Design secret_key_recover_flat, sky130hd; sources not shown.
Fig. 1: run 1, selected gate families
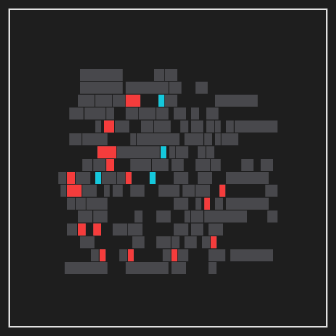
Red stands for nand cells, cells 15, most used nand2_1. Cyan stands for inv cells, cells 4, most used inv_1, where middle.
Commonest Layout Cell: dfrtp_1
Cell Count, Final, Fillers Out: 152
Comb/total area: 58.0%

Fig. 2: run 1, clock nets
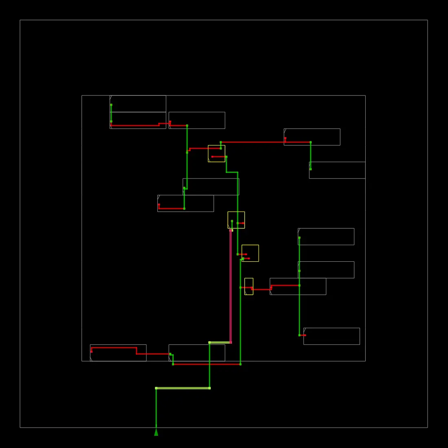
registers: 13
TritonCTS Buffers: 3
Clock Buffer Count: 4
clock latency on the worst-skew pair: 270 ps
Clk power: 0.124 mW

Fig. 3: run 1, the metal 1 layer
Supply wires on this layer in gray.
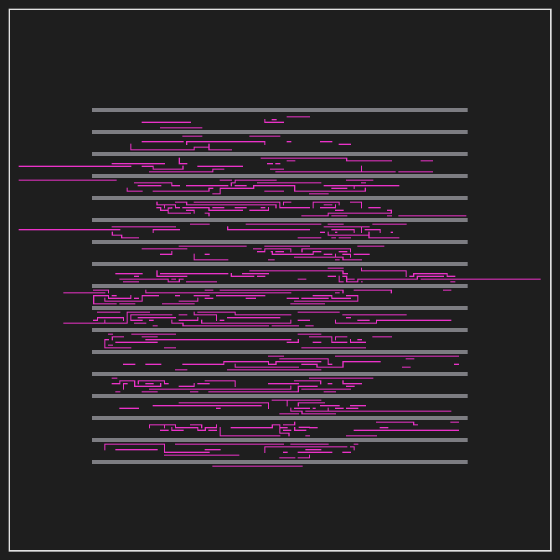
The layer holds 47% of the routed length. The longest straight run is 17.9 um. 128 nets have wire on it. The layer carries 1240 um of wire. The wires run mostly horizontal.
Routed WL: 2660 um
M1 GR Usage: 17.0%
via count: 915

Fig. 4: run 1, where the registers sit
Other sequential cells in the stronger gray, the rest of the logic in the fainter gray.
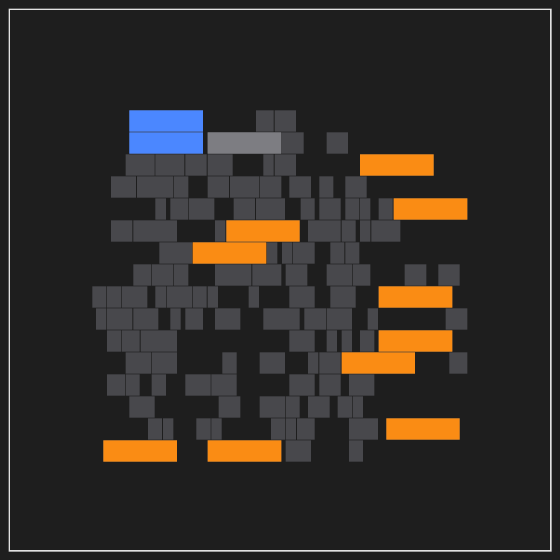
Orange stands for `u_core.acc_q`, flops 10. Blue stands for `u_core.state_q`, flops 2.
Flop area: 325 um^2
fraction of area in registers: 28.6%
Seq. pwr: 0.382 mW
fin util: 56.3%

==> results.txt, run 1 <==
yosys + openroad results -> CTS sink cnt=13, filler cell count=190, Clk pwr share=12.4%, average size of a mapped cell=8.67 um^2, Synthesized Nets=133, ys flop type=dfrtp_1, sequential power share=38.2%, MI comb area=659 um^2, Core Area=2020 um^2, initial antenna violation count=0, Reg2Reg Setup Slack=520 ps, Non-clock inverters=4, sum of negative setup slack=0 ps, cell breakdown of the critical path=nand2b_1 -> nor2_1 -> and2_1, Post-CTS Setup Bufs=0, post-route cell area=1140 um^2, Synth logic family=AND-OR/OR-AND gates, Combinational Power Share=49.4%, vias per cell=6.02, Adder Share, Synth=3.73%, aoi share=27.4%, EDFF count, synth=0, grt ovf=0, YS chip area=1010 um^2, post-synth top area cell=dfrtp_1, initial DRC count=36, CP startpoint kind=register, RePlAce Congestion=0.856, Root Buffer=clkbuf_4, CTS tree=done, post-DP HPWL=2050 um, Post-Synth XOR/XNOR Area=6.97%, status=finished, final reports clean, # Max-Cap Violations=0, cell count after synthesis=116, Final #Nets=143, ClkCell Share=2.31%, Die Y=66.8 um, CP Max Fanout=9, antenna cells=0, CP Data Required Time=1960 ps, comb_multi_in=94, Port Buf Inserts=0, max reg flops=10, Worst path depth=3, Rel. slew slack=49.6%, worst reg-to-reg path cell count=5, first-pass GRT wire length=4460 um, WS Path Type=register to primary output, placed cells=147, internal power=0.539 mW, layout cell share with drive strength beyond 1=17.6%, Tmin final=2560 ps, Hold Path Class=primary input to register, post-synth cell types=44, Synth warnings=0, Static Leak=0.490 nW, Slew @ Worst Pin=736 ps, top cell category=multi-input combinational cells, Ports=25, Max Clk Rate=390 MHz, switching power=0.461 mW, Syn Std Cell Area=1010 um^2, hold path depth=2, clk buf depth=2, DP Area=1090 um^2, worst hold slack=297 ps, synthesized flop and latch total=13, Die W=66.8 um, Area Growth Syn to Fin=13.1%, slowest CP cell=dfrtp_1, vias in the first global route=913, pre-CTS WS=449 ps, largest net degree at the start of global routing=14, Synth Seq Share=32.3%, count of tool warnings=27, Top cells by area=dfrtp_1, o21ai_0, a2bb2oi_1, and2_1, xor2_1, final setup fails=0, Max IR drop VDD=0.433 mV, drt wl/cell=17.5 um, pwr dens=880 nW/um^2, post-route ant nets=0, Reg clk slew, reported paths=80 ps, DR DRC count=0, max incr delay on CP=520 ps, depth of the CTS H-tree=1, Worst Setup End Kind=primary output, Top cells excl fill/tap=dfrtp_1, o21ai_0, buf_4, top cells by count=dfrtp_1, o21ai_0, nor2_1, CP top delay family=simple AND/OR/NAND/NOR gates
-- run 1: per-layer routing --
layer	up-vias	routed length, um	track usage [%]
li1	462	-	-
met1	412	1240	17.0
met2	39	1150	18.6
met3	2	251	3.68
met4	0	18	4.97
met5	-	0	-
-- run 1: power groups by stage --
stage | logic [mW] | registers [mW] | clock network, mW
6_report | 0.494 | 0.382 | 0.124
5_1_grt | 0.556 | 0.399 | 0.132
4_1_cts | 0.495 | 0.379 | 0.127
3_5_place_dp | 0.482 | 0.381 | 0
3_3_place_gp | 0.478 | 0.378 | 0
2_1_floorplan | 0.400 | 0.344 | 0
-- run 1: timing repair --
item,CTS,global route
gates resized,0,5
hold buffers,1,0
setup endpoints to repair,0,6
endpoints found under the hold margin,13,0
==> inputs of run 2 (changes only) <==
Clock period 2.7 ns to 2.3 ns, I/O delays scaled along.
Fig. 5: run 2, selected gate families
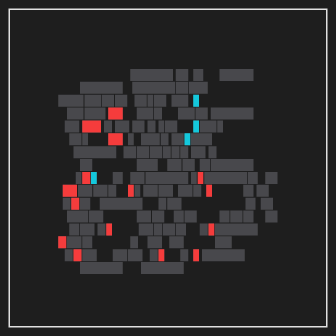
Cyan stands for inv cells, cells 4, most used inv_1, where middle. Red stands for nand cells, cells 15, most used nand2_1.
Commonest Layout Cell: buf_4
Cell Count, Final, Fillers Out: 159

Fig. 6: run 2, where the registers sit
Other sequential cells in the stronger gray, the rest of the logic in the fainter gray.
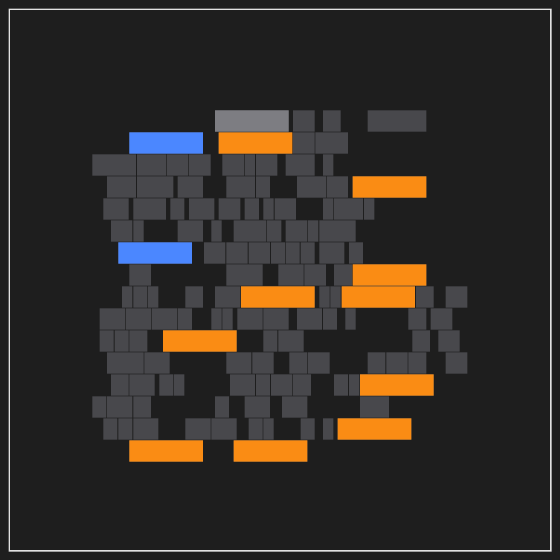
Orange stands for `u_core.acc_q`, flops 10. Blue stands for `u_core.state_q`, flops 2.
Another 1 sequential cells are not colored.
fin util: 59.7%
fraction of area in registers: 27.0%
Seq. pwr: 0.447 mW

==> run 2 against run 1 <==
Effect of this change: synthesized cell count stayed put; clock power is 23% higher; critical path depth is 1 higher; design area is 6.1% higher; critical endpoint unchanged; largest cell class unchanged.
==> results.txt, run 2 <==
yosys + openroad results -> TritonCTS Buffers=3 (unchanged), Tmin final=2170 ps, initial DRC count=26 (-28%), final setup fails=0 (unchanged), max incr delay on CP=460 ps (-60 ps), Reg2Reg Setup Slack=240 ps (-280 ps), Synth Seq Share=32.3% (unchanged), CP startpoint kind=register, Synthesized Nets=133 (unchanged), Adder Share, Synth=3.73% (unchanged), YS chip area=1010 um^2 (unchanged), layout cell share with drive strength beyond 1=19.7% (+2.1 points), slowest CP cell=dfrtp_1, pre-CTS WS=246 ps (-202 ps), Area Growth Syn to Fin=19.9%, GR peak layer=met2, Worst Setup End Kind=primary output, # Max-Cap Violations=0 (unchanged), vias in the first global route=932 (+2.1%), Die Y=66.8 um (unchanged), CP top delay family=simple AND/OR/NAND/NOR gates, Flop area=325 um^2 (unchanged), clock latency on the worst-skew pair=280 ps (about the same), Die W=66.8 um (unchanged), aoi share=27.4% (unchanged), Top cells by area=dfrtp_1, o21ai_0, a2bb2oi_1, and2_1, xor2_1, DR DRC count=0 (unchanged), met3 Resource Use GR=3.68% (unchanged), post-synth top area cell=dfrtp_1, sum of negative setup slack=0 ps (unchanged), grt ovf=0 (unchanged), Rel. slew slack=55.4% (+5.8 points), post-synth cell types=44 (unchanged), Root Buffer=clkbuf_4, CTS tree=done, Max Clk Rate=461 MHz, Hold Path Class=primary input to register, largest net degree at the start of global routing=14 (unchanged), status=finished, final reports clean, post-CTS resize count=1 (+1), average size of a mapped cell=8.67 um^2 (unchanged), synthesized flop and latch total=13 (unchanged), Syn Std Cell Area=1010 um^2 (unchanged), Slew @ Worst Pin=651 ps (-85.0 ps), Core Area=2020 um^2 (unchanged), cell breakdown of the critical path=nand2b_2 -> nor2_4 -> and2_1 -> buf_4, post-route ant nets=0 (unchanged), max reg flops=10 (unchanged), cell count after synthesis=116 (unchanged), Synth warnings=0 (unchanged), RePlAce Congestion=0.901 (+5.2%), Top cells excl fill/tap=buf_4, dfrtp_1, o21ai_0, vias per cell=5.84 (-3.0%), Static Leak=0.527 nW (+7.6%), WS Path Type=register to primary output, CP Max Fanout=7 (-2), Post-Synth XOR/XNOR Area=6.97% (unchanged), post-DP HPWL=1970 um (-3.9%), Reg clk slew, reported paths=90 ps (about the same), hold buffer count at cts=1 (unchanged), clk buf depth=2 (unchanged), initial antenna violation count=0 (unchanged), worst hold slack=214 ps (-82.7 ps), Post-CTS Setup Bufs=0 (unchanged), Ports=25 (unchanged), worst reg-to-reg path cell count=5 (unchanged), CTS sink cnt=13 (unchanged), placed cells=154 (+4.8%), antenna cells=0 (unchanged), Worst path depth=4 (+1), CP Data Required Time=1640 ps (-320 ps), count of tool warnings=28 (+3.7%), Port Buf Inserts=0 (unchanged), Final #Nets=150 (+4.9%), depth of the CTS H-tree=1 (unchanged), filler cell count=185 (-2.6%), first-pass GRT wire length=4310 um (-3.4%)
run 2: cell counts after synthesis:
No cell type changed its count.
run 2: power by group:
| part | leakage, nW | switching [mW] | internal (mW) |
|---|---|---|---|
| Clock | 0.0150 | 0.0842 | 0.0674 |
| Combinational | 0.343 | 0.325 | 0.270 |
| Sequential | 0.169 | 0.136 | 0.310 |
| Total | 0.527 | 0.546 | 0.648 |
run 2: layout make-up:
type                       instances  area share, %
clock buffer                       4           2.18
inverter                           4           1.24
multi-input combinational         94           55.0
sequential                        13           27.0
tap                               27           2.80
timing repair buffer              17           11.8
run 2: metal layers:
metal | part of all wire, % | vias to the layer above | wire length, um
li1 | - | 467 | -
met5 | 0 | - | 0
met1 | 48 | 418 | 1240
met3 | 9.2 | 2 | 235
met4 | 1.3 | 0 | 34
met2 | 41 | 41 | 1050
Power is estimated from default activity; no workload was simulated.
